`src/rtl/bram_loader.sv`:
```
`default_nettype none
// ============================================================================
//  Module   : bram_loader
//  Purpose  : Serial-to-BRAM boot loader. Parses framed write packets from a
//             byte stream and turns each payload byte into a single
//             byte-strobed write on the boot RAM data port.
//             Frame: A5, ADDR[4] (LE), LEN[2] (LE), LEN payload bytes, [CKSUM]
//  Ports    : clk, rst        - clock, synchronous active-high reset
//             rx_vld/rx_dat   - input byte stream (transfer = rx_vld & rx_rdy)
//             rx_rdy          - loader can take a byte this cycle
//             dcs/dwe/dwst    - BRAM chip-select, write enable, one-hot strobe
//             dadrs/din       - BRAM byte address, byte replicated on all lanes
//             busy            - frame in progress
//             done/err        - one-cycle end-of-frame status pulses
//  Config   : LOADER_CKSUM_EN - when defined, frames carry a trailing CKSUM
//             byte; the 8-bit sum of ADDR, LEN, payload and CKSUM must be 0.
//  Revision : 1.0 - initial release
// ============================================================================
module bram_loader #(
  parameter int              XLEN = 32,
  parameter logic [XLEN-1:0] BASE = XLEN'(32'hf0000000),
  parameter int              WIN  = 2048
) (
  input  logic                  clk,
  input  logic                  rst,
  input  logic                  rx_vld,
  input  logic [7:0]            rx_dat,
  output logic                  rx_rdy,
  output logic                  dcs,
  output logic                  dwe,
  output logic [XLEN/8-1:0]     dwst,
  output logic [XLEN-1:0]       dadrs,
  output logic [XLEN-1:0]       din,
  output logic                  busy,
  output logic                  done,
  output logic                  err
);

  localparam int              NB        = XLEN / 8;
  localparam int              LB        = $clog2(NB);
  localparam logic [XLEN-1:0] WIN_W     = XLEN'(WIN);
  localparam logic [NB-1:0]   LANE0     = NB'(1);

  typedef enum logic [2:0] {
    S_IDLE = 3'd0,
    S_ADDR = 3'd1,
    S_LEN  = 3'd2,
    S_DATA = 3'd3,
    S_WR   = 3'd4,
    S_CK   = 3'd5,
    S_END  = 3'd6
  } state_t;

  // State entered once the payload (or an empty LEN) has been consumed.
`ifdef LOADER_CKSUM_EN
  localparam state_t TAIL = S_CK;
`else
  localparam state_t TAIL = S_END;
`endif

  state_t          state_q,     state_d;
  logic [XLEN-1:0] addr_q,      addr_d;      // address of next payload byte
  logic [1:0]      idx_q,       idx_d;       // byte index within ADDR / LEN
  logic [7:0]      len_lo_q,    len_lo_d;
  logic [15:0]     rem_q,       rem_d;       // payload bytes still to come
  logic [XLEN-1:0] wr_addr_q,   wr_addr_d;
  logic [7:0]      wr_byte_q,   wr_byte_d;
  logic            wr_ok_q,     wr_ok_d;     // pending write lies in window
  logic            range_err_q, range_err_d; // sticky for the whole frame
  logic [7:0]      sum_q,       sum_d;

  logic            accept;
  logic            frame_bad;

  assign accept = rx_vld & rx_rdy;
  assign busy   = (state_q != S_IDLE);
  assign dadrs  = wr_addr_q;
  assign din    = {NB{wr_byte_q}};

`ifdef LOADER_CKSUM_EN
  assign frame_bad = range_err_q | (sum_q != 8'h00);
`else
  assign frame_bad = range_err_q;
`endif

  always_comb begin
    state_d     = state_q;
    addr_d      = addr_q;
    idx_d       = idx_q;
    len_lo_d    = len_lo_q;
    rem_d       = rem_q;
    wr_addr_d   = wr_addr_q;
    wr_byte_d   = wr_byte_q;
    wr_ok_d     = wr_ok_q;
    range_err_d = range_err_q;
    sum_d       = sum_q;
    rx_rdy      = 1'b0;
    dcs         = 1'b0;
    dwe         = 1'b0;
    dwst        = '0;
    done        = 1'b0;
    err         = 1'b0;

    case (state_q)
      S_IDLE: begin
        rx_rdy = 1'b1;
        if (accept && rx_dat == 8'hA5) begin
          state_d     = S_ADDR;
          addr_d      = '0;
          idx_d       = 2'd0;
          range_err_d = 1'b0;
          sum_d       = 8'h00;
        end
      end

      S_ADDR: begin
        rx_rdy = 1'b1;
        if (accept) begin
          addr_d[{idx_q, 3'b000} +: 8] = rx_dat;
          sum_d = sum_q + rx_dat;
          idx_d = idx_q + 2'd1;
          if (idx_q == 2'd3) state_d = S_LEN;
        end
      end

      S_LEN: begin
        rx_rdy = 1'b1;
        if (accept) begin
          sum_d = sum_q + rx_dat;
          if (!idx_q[0]) begin
            len_lo_d = rx_dat;
            idx_d    = idx_q + 2'd1;
          end else begin
            rem_d   = {rx_dat, len_lo_q};
            state_d = ({rx_dat, len_lo_q} == 16'd0) ? TAIL : S_DATA;
          end
        end
      end

      S_DATA: begin
        rx_rdy = 1'b1;
        if (accept) begin
          wr_addr_d = addr_q;
          wr_byte_d = rx_dat;
          // Modulo subtraction folds both "below BASE" and "wrapped past
          // 2^XLEN" into one unsigned compare.
          wr_ok_d   = (addr_q - BASE) < WIN_W;
          if ((addr_q - BASE) >= WIN_W) range_err_d = 1'b1;
          addr_d    = addr_q + XLEN'(1);
          rem_d     = rem_q - 16'd1;
          sum_d     = sum_q + rx_dat;
          state_d   = S_WR;
        end
      end

      S_WR: begin
        // Write pulse for the byte taken last cycle; input is held off.
        dcs     = wr_ok_q;
        dwe     = wr_ok_q;
        dwst    = wr_ok_q ? (LANE0 << wr_addr_q[LB-1:0]) : '0;
        state_d = (rem_q == 16'd0) ? TAIL : S_DATA;
      end

      S_CK: begin
        rx_rdy = 1'b1;
        if (accept) begin
          sum_d   = sum_q + rx_dat;
          state_d = S_END;
        end
      end

      S_END: begin
        err     = frame_bad;
        done    = ~frame_bad;
        state_d = S_IDLE;
      end

      default: state_d = S_IDLE;
    endcase
  end

  always_ff @(posedge clk) begin
    if (rst) begin
      state_q     <= S_IDLE;
      addr_q      <= '0;
      idx_q       <= 2'd0;
      len_lo_q    <= 8'h00;
      rem_q       <= 16'd0;
      wr_addr_q   <= '0;
      wr_byte_q   <= 8'h00;
      wr_ok_q     <= 1'b0;
      range_err_q <= 1'b0;
      sum_q       <= 8'h00;
    end else begin
      state_q     <= state_d;
      addr_q      <= addr_d;
      idx_q       <= idx_d;
      len_lo_q    <= len_lo_d;
      rem_q       <= rem_d;
      wr_addr_q   <= wr_addr_d;
      wr_byte_q   <= wr_byte_d;
      wr_ok_q     <= wr_ok_d;
      range_err_q <= range_err_d;
      sum_q       <= sum_d;
    end
  end

endmodule
`default_nettype wire
```
`config.mk`:
```
export PLATFORM = sky130hd
export DESIGN_NAME = bram_loader
export DESIGN_NICKNAME = d
export VERILOG_FILES = /design/src/rtl/bram_loader.sv
export SDC_FILE = /design/constraint.sdc
export NUM_CORES = 1
export LEC_CHECK = 0
export CAP_MARGIN = 20
export CORE_MARGIN = 2
export CORE_UTILIZATION = 30
export DETAILED_ROUTE_END_ITERATION = 6
export HOLD_SLACK_MARGIN = 0.03
export PLACE_DENSITY = 0.59
export SYNTH_ARGS = -nofsm -noshare
export SYNTH_HDL_FRONTEND = slang
export SYNTH_SLANG_ARGS = --single-unit
```
`constraint.sdc`:
```
create_clock -name clk -period 3.3 [get_ports clk]
set_clock_uncertainty 0.2 [all_clocks]
set_input_delay 0.825 -clock clk [delete_from_list [all_inputs] [get_ports clk]]
set_output_delay 0.825 -clock clk [all_outputs]
set_load 0.005 [all_outputs]
```
run_1/final_placement.png
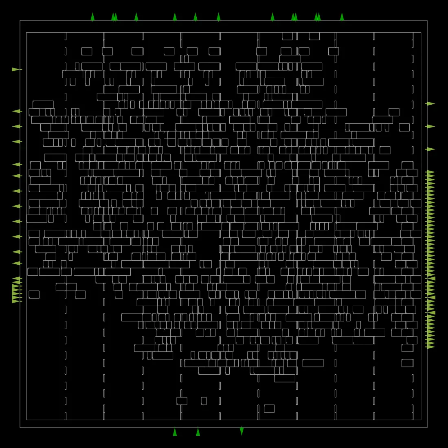
count of flip-flops and latches: 103
Tap Cells: 265
core utilization of the finished layout: 37.38%

run_1/wire_density.png
29 x 29 tiles, from dark blue (low) to red (high), scaled to the fullest tile. Values are wire area over tile area, all layers added.
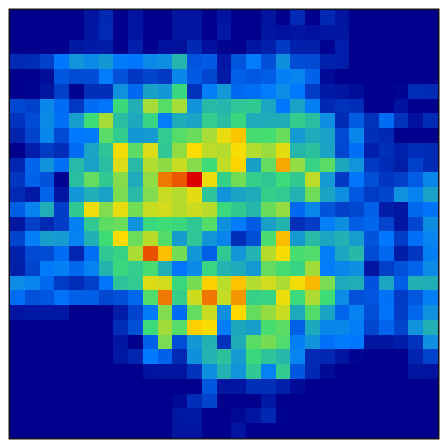
emptiest ninth of the die = lower left
fullest tile = 0.64
nearly empty tiles = 27%
tiles over half the peak = 15%
densest ninth of the die = center
aggregate global-route resource usage: 18.00%
via count: 6141
final WL: 19.29 mm
per-cell routed wire length: 17.07 um

run_1/registers.png
Bar = 50 um. Other sequential cells in the stronger gray, the rest of the logic in the fainter gray.
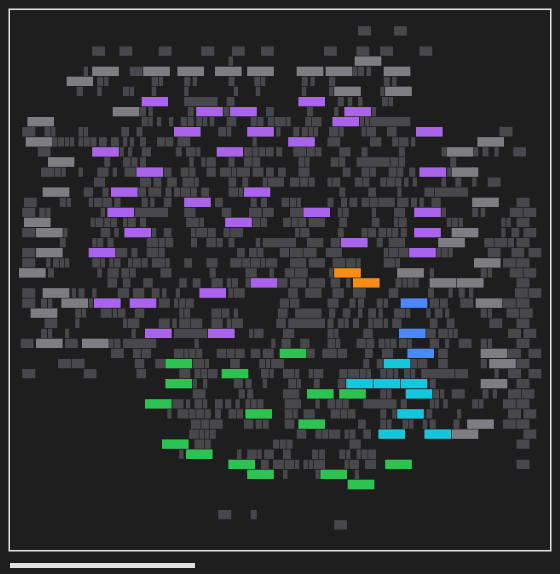
cyan -> `len_lo_q`  # sequential cells 8
blue -> `state_q`  # sequential cells 3
purple -> `addr_q`  # sequential cells 32
green -> `rem_q`  # sequential cells 16, where bottom center
orange -> `idx_q`  # sequential cells 2

==> run notes, run 1 <==
Implementation status.

- After global routing the overflow that remains totals 0.
- The post-synthesis instance total is 822.
- OpenROAD reports that the post-layout worst path occupies 87.20% of the period.
- After synthesis, the cell types taking the most area are sky130_fd_sc_hd__dfxtp_1 (34%), sky130_fd_sc_hd__nand2_1 (8.3%), sky130_fd_sc_hd__a21oi_1 (8.2%).
- The share of Yosys cell area claimed by the top area cell type is 34.21%.
- Setup repair after global routing left no endpoint under its margin.
- In this run the maximum-capacitance check reported violations numbering 0.
- Listed in order, past its start point the critical path passes clkdlybuf4s50_1 -> or4_4 -> nor3_1 -> o21ai_1 -> buf_4 -> o21ai_0 -> a21oi_1.
- The last weighted congestion value of the routability-driven placer is 0.8481.
- The pin closest to its max-slew limit shows a slew of 0.8444 ns.
- The maximum operating frequency is 0.3475 GHz.
- The via count of the first global-routing pass was 5690.
- Looking at the worst setup and hold paths, the clock pins of their registers show a slew of 0.07 ns.
- The synthesized area per cell is 7.332 um^2.
- The number of flip-flops and latches in the synthesized netlist is 103.
- Per the synthesis report, the number of distinct cell types is 65.
- The maximum number of pins on one net before global-route repair is 49.
- The top cell type by total area after synthesis is sky130_fd_sc_hd__dfxtp_1.
- Per the cell usage report, the commonest logic cells after layout are sky130_fd_sc_hd__nand2_1 (134), sky130_fd_sc_hd__dfxtp_1 (103), sky130_fd_sc_hd__a21oi_1 (99).
- At the end of the flow, the number of nets in the layout was 882.
- The number of failing setup endpoints in the final timing report is 0.
- Per the power-grid run, VDD falls by no more than 0.2274 mV.
- The share of layout cells above drive strength 1 is 7.630%.
- Headroom to the max-slew limit came out at 43.24%.
- The library cell used most frequently in the layout, excluding fill and tap cells, is sky130_fd_sc_hd__nand2_1.
- The number of DRC violations after detailed routing is 0.
- The final timing report lists a hold violation count of 0.
- In this run the power density over the cells is 335.1 mW/mm^2.
- The global-route wire length before repair is 31.24 mm.
- The CTS tree is built.
- The die boundary width is 145.7 um.
- The total cells reported by yosys after synthesis is 822.
- The busiest layer in global routing is met1.
- For this run, the number of standard cells in the final layout without fillers is 1130.
- In this run the remaining antenna-violating nets after routing total 0.
- 85 I/O pins were placed.
- The clock tree buffer depth is 2.
- The tightest hold path in the finished design has a slack of 0.2541 ns.
- For this run the detailed placement stage logged an HPWL of 12.81 mm.
- The Yosys step of the flow raised 0 warnings.
- The setup TNS after final layout is 0 ns.
- The net count after synthesis is 844.
- The number of clock sinks is 103.
- Once placement completed, the tool counted placed cells totaling 1114.
- The CTS buffer count is 9.
- Yosys reported that registers with async set or reset make up 0%.
- After synthesis the cells add up to 0.006027 mm^2.
- The portion of the post-synthesis area used by sequential elements is 34.21%.
- For this configuration, the core starts out at a cell density of 30.77%.
- The number of inserted diodes is 0.
- STA classifies the critical path endpoint as a register.
- The worst hold path belongs to the class register to register.
- The post-CTS resize count is 0.
- After synthesis, the most frequently instantiated cells are sky130_fd_sc_hd__nand2_1 (134), sky130_fd_sc_hd__dfxtp_1 (103), sky130_fd_sc_hd__a21oi_1 (99).
- The area of the die is 0.02124 mm^2.
- The flip-flop cell with the highest count after synthesis is sky130_fd_sc_hd__dfxtp_1.
- The critical path class is primary input to register.
- The analysis attributes to cell leakage a power of 2.357 nW.
- The chip area estimate from yosys synthesis is 0.006027 mm^2.
- In this run the worst path has a maximum fanout of 8.
- The number of synthesized flops with an enable pin is 0.
- Relative to the synthesized area, the layout overhead comes to 21.49%.
- The number of antenna violations at the first check in global routing came to 0.
- The core footprint is 0.01959 mm^2.
- During placement, the flow inserted port buffers numbering 84.
- Once the clock tree was built, the setup fixing pass inserted 0 buffers.
- Routing resource usage on met2 recorded by global route was 26.44%.
- The smallest clock period supported by the final layout is computed as 2.877 ns.
- On met1, the global router reports a usage of 26.62%.
- The flow ran to the end, and the final reports show no timing, DRC or antenna violations.
- The root buffer selected by CTS is sky130_fd_sc_hd__clkbuf_16.
- The slowest cell on the critical path is sky130_fd_sc_hd__or4_4.
- The tool warning count for the run is 35.
- The met3 demand-to-capacity share in global routing is 3.699%.
- Buffers inserted to repair hold after CTS numbered 0.
- The most frequently used library cell after synthesis is sky130_fd_sc_hd__nand2_1.
- The clock insertion delay at the later pin of the skew report is 0.36 ns.
- According to the report, the first pass of detailed routing completed in 5 iterations.
- The floorplan die height is 145.7 um.
- The buffer and inverter count on the worst path is 2.
- The critical path's top delay family is buffers and inverters.
- The H-tree depth reported by CTS is 3.
- The final-report max-slew violation count is 0.
- STA puts the critical path data arrival time at 2.90 ns.
## run 1: kinds of logic (layout without fill, tap and decap cells)
| family | after synthesis | after routing | synth area share (%) |
|---|---|---|---|
| flops | 103 | 103 | 34.21 |
| mux | 2 | 2 | 0.3322 |
| compound gates | 249 | 249 | 26.14 |
| buf+inv | 115 | 158 | 9.093 |
| xor+xnor | 1 | 1 | 0.1453 |
| fa+ha+maj | 11 | 11 | 2.284 |
| simple gates | 341 | 341 | 27.80 |
## run 1: power breakdown
group          switching (mW)  leakage [nW]  internal (mW)
clock                   0.519         0.135          0.593
combinational          0.0683          1.39         0.0305
sequential           0.000498         0.829           1.24
total                   0.588          2.36           1.87
## run 1: worst register-to-register path: stages (launching register included)
cell and delay [ns]:
sky130_fd_sc_hd__dfxtp_1 0.48, sky130_fd_sc_hd__ha_1 0.33, sky130_fd_sc_hd__nand4_1 0.19, sky130_fd_sc_hd__nor4_2 0.75
sky130_fd_sc_hd__nand2_1 0.22, sky130_fd_sc_hd__o32a_1 0.34, sky130_fd_sc_hd__o21ai_1 0.11
## run 1: state kept, by name, summed over array words and instances, names as in the netlist
name and cells:
addr_q 32, dadrs 32, rem_q 16, len_lo_q 8
wr_byte_q 8, state_q 3, idx_q 2, frame_bad 1
wr_ok_q 1
## run 1: worst paths after layout
kind                                        startpoint                       to  slack (ns)  cells after the start
worst max-delay path                         rx_dat[3]  addr_q[25]$_SDFFE_PP0P_        0.42                      7
worst min-delay path             dadrs[3]$_SDFFE_PP0P_    dadrs[3]$_SDFFE_PP0P_        0.25                      2
worst max register to register  addr_q[1]$_SDFFE_PP0P_  addr_q[20]$_SDFFE_PP0P_        0.63                      6
worst min register to register   dadrs[3]$_SDFFE_PP0P_    dadrs[3]$_SDFFE_PP0P_        0.25                      2
## run 1: metrics by stage
step / setup slack, ns / total power, mW / cell area [um^2]
5_1_grt: 0.3081 / 2.530 / 7322
6_report: 0.4225 / 2.454 / 7322
3_3_place_gp: 0.04828 / 1.370 / 7023
3_5_place_dp: 0.04003 / 1.369 / 7023
2_1_floorplan: 0.5738 / 1.321 / 6027
4_1_cts: 0.4103 / 2.484 / 7322
## run 1: area by class of cell
cell class                      instances  area (um^2)
Multi-Input combinational cell        604         3417
Fill cell                            2059        12270
Clock inverter                          6        70.07
Inverter                               19        71.32
Tap cell                              265        331.6
Timing Repair Buffer                  123         1141
Clock buffer                           10        229.0
Sequential cell                       103         2062
## run 1: metal layers
layer	wire length [um]	vias up
li1	-	3004
met1	9572	2884
met2	8027	239
met3	1480	14
met4	206	0
met5	0	-
run_1/drive_strength.png
Bar = 50 um.
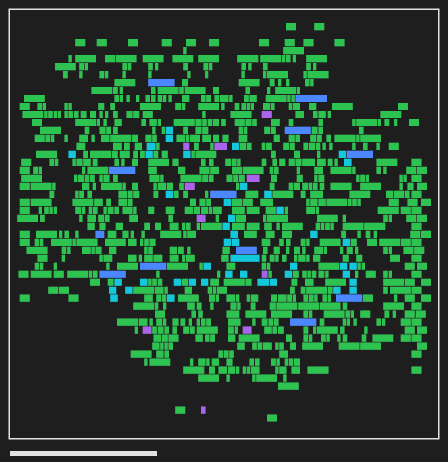

==> run 2, diff against run 1 <==
--- a/config.mk
+++ b/config.mk
@@ -11,6 +11,7 @@
 export DETAILED_ROUTE_END_ITERATION = 6
 export HOLD_SLACK_MARGIN = 0.03
 export PLACE_DENSITY = 0.59
+export RECOVER_POWER = 50
 export SYNTH_ARGS = -nofsm -noshare
 export SYNTH_HDL_FRONTEND = slang
 export SYNTH_SLANG_ARGS = --single-unit
run_2/drive_strength.png
Bar = 50 um.
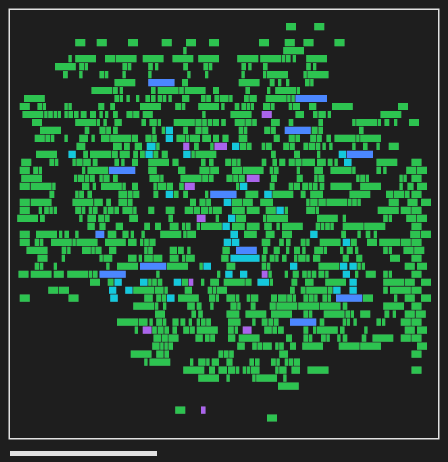
purple -> drive 2  # cells 11, share 1.3%
blue -> drive 6 and up  # cells 12, share 1.4%
green -> drive 1 or less  # cells 802, share 93%
cyan -> drive 3 to 4  # cells 40, share 4.6%
number of non-clock buffers: 123
growth of design area from synthesis to finish: 21.26%
final design area excluding fillers: 0.007308 mm^2
setup slack after layout: 0.3524 ns

run_2/registers.png
Bar = 50 um. Other sequential cells in the stronger gray, the rest of the logic in the fainter gray.
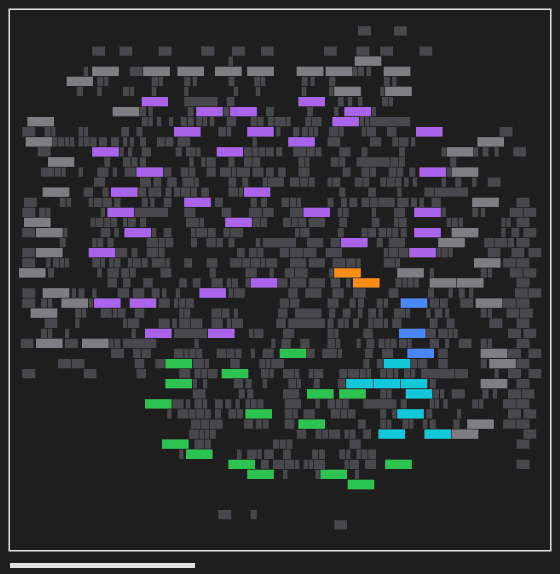
blue -> `state_q`  # sequential cells 3
cyan -> `len_lo_q`  # sequential cells 8
purple -> `addr_q`  # sequential cells 32
orange -> `idx_q`  # sequential cells 2
green -> `rem_q`  # sequential cells 16, where bottom center

==> run notes, run 2 <==
Implementation status.

- The number of search-and-repair iterations in the first detailed-routing pass is 5.
- The path with the worst hold slack has its endpoint at dadrs[3]$_SDFFE_PP0P_.
- The number of DRC violations after detailed-routing iteration 0 is 695.
- Counting buffers and inverters, the worst setup path is 6 cells deep.
- The last timing report of the flow puts the setup violation total at 0.
- The routed design shows a via density per instance of 5.427.
- The OpenROAD report gives the critical path a required time of 3.37 ns.
- TritonCTS built the clock tree.
- The async set-or-reset flop fraction in the synthesized netlist is 0%.
- Yosys reports that the most numerous cell types are sky130_fd_sc_hd__nand2_1 (134), sky130_fd_sc_hd__dfxtp_1 (103), sky130_fd_sc_hd__a21oi_1 (99).
- The critical path is of the primary input to register type.
- The kind of end point of the critical path is a register.
- Of the cells placed in the final design, the portion with a size suffix greater than 1 is 7.283%.
- The worst path in the final design needs a cycle of 2.948 ns, including I/O delays and setup.
- During synthesis, Yosys emitted a total of 0 warnings.
- The element type at the critical path start is a primary input.
- The routed design has 19.29 mm of wire.
- Buffers inserted during clock tree synthesis total 9.
- Per the placement log, port buffering inserted 84 buffers.
- Once the clock tree was built, the resizer swapped 0 gates to a different size.
- According to the CTS report, the clock sink count is 103.
- Per the timing report, the most critical flop-to-flop path finishes at addr_q[20]$_SDFFE_PP0P_.
- The root buffer selected by CTS is sky130_fd_sc_hd__clkbuf_16.
- The net count after synthesis is 844.
- The repair_antennas step left the layout with diodes totalling 0.
- The die boundary width is 145.7 um.
- Looking at the VDD voltage map, the peak drop is 0.2279 mV.
- The post-placement cell area is 0.007023 mm^2.
- The power report attributes to the combinational group a share of 4.0%.
- The portion of the post-synthesis area used by sequential elements is 34.21%.
- The actual transition at the worst max-transition pin is 0.9305 ns.
- The final-report max-slew violation count is 0.
- The report gives the cell count of the worst hold path as 2.
- The worst-case reg-to-reg setup slack stands at 0.59 ns.
- The share of total power dissipated in sequential elements is 50.7%.
- The final hold violation count is 0.
- Headroom to the max-slew limit came out at 37.96%.
- The tool warning count for the run is 35.
- The power per cell area is 335.5 mW/mm^2.
- Cell internal power was estimated by the tool at 1.864 mW.
- Setup repair after global routing left no endpoint under its margin.
- The routed layout has 6132 vias.
- In the finished design, the share of the clock period the worst path needs comes to 89.32%.
- After detailed routing, the number of remaining DRC violations is 0.
- The filler cell count in the final layout is 2062.
- The total cells reported by yosys after synthesis is 822.
- Of all nets on the critical path, the largest fanout is 22.
- For the worst-skew pair, the clock arrives at the later sink with an insertion delay of 0.36 ns.
- Looking at the clock tree report, the maximum root-to-sink buffer count equals 2.
- The die is 145.7 um tall.
- The most frequently used library cell after synthesis is sky130_fd_sc_hd__nand2_1.
- The timing report attributes the biggest portion of critical-path delay to buffers and inverters.
- The total setup buffers inserted after CTS is 0.
- Entering global routing, the biggest net connects 49 pins.
- The run finished with clean final reports.
- The buffer and inverter count on the worst path is 2.
- The via count of the first global-routing pass came to 5690.
- The startpoint identified for the worst hold timing path is dadrs[3]$_SDFFE_PP0P_.
- Among all stages on the critical path, the maximum delay recorded is 0.71 ns.
- The total congestion overflow is 0.
- In this run the biggest area consumer among cell types represents 34.21% of the synthesized area.
- The report lists the cells along the critical path as dlygate4sd3_1 -> nand2b_1 -> nor2_1 -> clkbuf_1 -> o21ai_0 -> a221oi_1.
- The initial cell density of the core is 30.77%.
- The power report attributes to the clock group a share of 45.4%.
- The clock tree synthesis step divided the H-tree into 3 levels.
- The maximum operating frequency is 0.3393 GHz.
- Per the cell usage report, the commonest logic cell in the layout is sky130_fd_sc_hd__nand2_1.
- The count of cell types in the netlist is 65.
- The global-route wire length before repair is 31.24 mm.
- The power report puts the net switching power at 0.5881 mW.
- Looking at the cell usage after synthesis, the top flip-flop cell is sky130_fd_sc_hd__dfxtp_1.
- Nets still carrying antenna violations after routing amount to 0.
- Detailed placement ended at an HPWL of 12.81 mm.
- The area of the die is 0.02124 mm^2.
- The number of antenna violations at the first check in global routing is 0.
- The worst reg2reg path depth is 6.
- The number of rows created at floorplan is 51.
- The report counts max-capacitance violations totalling 0.
- Counting every instance in the synthesized netlist gives 822.
- The slowest cell on the critical path is sky130_fd_sc_hd__clkbuf_1.
- The global-route usage over all layers is 18.00%.
- The arrival time at the worst endpoint is 3.01 ns.
- The core footprint is 0.01959 mm^2.
- The setup slack at placement is 0.04003 ns.
- The number of hold buffers added after CTS was 0.
- The chip area estimate from yosys synthesis is 0.006027 mm^2.
- The switching part of the total is 23.98%.
- The type of the tightest min-delay check is register to register.
- The net count of the finished layout is 882.
- The origin of the critical flop-to-flop path is addr_q[1]$_SDFFE_PP0P_.
- The post-CTS clock slew at the launch and capture registers of the worst setup and hold paths is 0.07 ns.
- The top cell type by total area after synthesis is sky130_fd_sc_hd__dfxtp_1.
- The final weighted congestion recorded by global placement is 0.8481.
- Ranking logic cells in the layout by count gives the top entries sky130_fd_sc_hd__nand2_1 (134), sky130_fd_sc_hd__dfxtp_1 (103), sky130_fd_sc_hd__a21oi_1 (99).
- The number of flip-flops and latches in the synthesized netlist is 103.
- The main area contributors are sky130_fd_sc_hd__dfxtp_1 (34%), sky130_fd_sc_hd__nand2_1 (8.3%), sky130_fd_sc_hd__a21oi_1 (8.2%).
- The I/O pin total is 85.
- Dividing the detail-routed wire length by the instance count gives 17.07 um.
- The synthesized area per cell is 7.332 um^2.
- The final layout reports a setup TNS of 0 ns.
- The post-synthesis instance area is 0.006027 mm^2.
- Yosys mapped a number of flops with a built-in enable equal to 0.
- Per the OpenROAD power report, leakage power amounts to 2.539 nW.
run_2/wire_density.png
29 x 29 tiles, from dark blue (low) to red (high), scaled to the fullest tile. Values are wire area over tile area, all layers added.
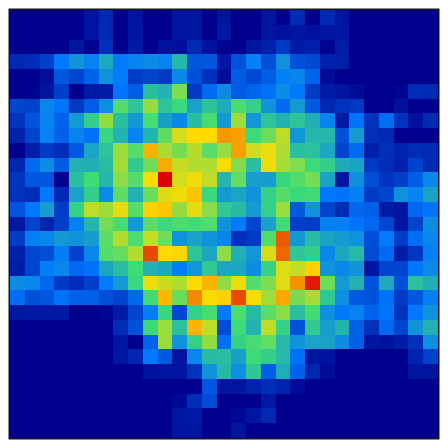
emptiest ninth of the die = lower left
densest ninth of the die = center
mean over tiles = 0.15

==> run 2: cell count changes in the layout (fill, tap and decap cells not counted) <==
cell	before	now
sky130_fd_sc_hd__dlygate4sd3_1	0	55
sky130_fd_sc_hd__clkdlybuf4s50_1	83	28
sky130_fd_sc_hd__buf_4	38	34
sky130_fd_sc_hd__clkbuf_1	1	4
sky130_fd_sc_hd__clkbuf_2	0	1
==> run 2: area by class of cell <==
class / count / area [um^2] / area share [%]
clock buffer: 10 / 229.0 / 3.133
inverter: 19 / 71.32 / 0.9759
clock inverter: 6 / 70.07 / 0.9587
tap: 265 / 331.6 / 4.537
multi-input combinational: 604 / 3417 / 46.76
timing repair buffer: 123 / 1127 / 15.43
sequential: 103 / 2062 / 28.21
==> run 2: how the worst max path moves through the flow <==
stage / startpoint / endpoint / slack, ns
after floorplan: rx_dat[3] / addr_q[2]$_SDFFE_PP0P_ / 0.57
after global placement: rx_dat[3] / addr_q[6]$_SDFFE_PP0P_ / 0.05
after detailed placement: rx_dat[3] / addr_q[6]$_SDFFE_PP0P_ / 0.04
after CTS: state_q[1]$_SDFFE_PP0P_ / dwst[3] / 0.41
after global routing: rx_vld / rem_q[12]$_SDFFE_PP0P_ / 0.23
final: rx_vld / rem_q[12]$_SDFFE_PP0P_ / 0.35
==> run 2: power by group through the flow <==
| stage | clock network [mW] | registers, mW | logic [mW] |
|---|---|---|---|
| final | 1.11 | 1.24 | 0.0973 |
| after floorplan | 0 | 1.27 | 0.0490 |
| after global placement | 0 | 1.27 | 0.0980 |
| after detailed placement | 0 | 1.27 | 0.0976 |
| after global routing | 1.18 | 1.24 | 0.103 |
| after CTS | 1.14 | 1.24 | 0.0978 |
==> run 2: worst reg2reg max path, delay by kind of cell (launching register included) <==
kind / cells / cell delay (ns)
AND/OR/NAND/NOR: 3 / 1.19
adder cells (fa/ha/maj): 1 / 0.33
AND-OR/OR-AND: 2 / 0.45
flip-flops: 1 / 0.48
==> run 2: cells by family after synthesis <==
family / after synthesis / share of synthesized area, %
AND-OR/OR-AND: 249 / 26.14
adder cells (fa/ha/maj): 11 / 2.284
buffers and inverters: 115 / 9.093
flip-flops: 103 / 34.21
multiplexers: 2 / 0.3322
XOR/XNOR: 1 / 0.1453
AND/OR/NAND/NOR: 341 / 27.80
==> run 2: stage by stage <==
stage | hold slack [ns] | util, % | power, mW | instances
CTS | 0.2592 | 37.38 | 2.484 | 1130
global placement | 0.2410 | 35.85 | 1.370 | 1114
floorplan | 0.2449 | - | 1.321 | 822
detailed placement | 0.2495 | 35.85 | 1.369 | 1114
finish | 0.2512 | 37.31 | 2.452 | 1130
global route | 0.2708 | 37.31 | 2.529 | 1130
==> run 2: layer usage <==
layer | GRT usage, % | wire [um] | vias up
li1 | - | - | 3008
met1 | 26.62 | 9498 | 2848
met2 | 26.44 | 7983 | 258
met3 | 3.699 | 1564 | 18
met4 | 4.706 | 242 | 0
met5 | 0 | 0 | -
Power and IR drop assume default switching activity.
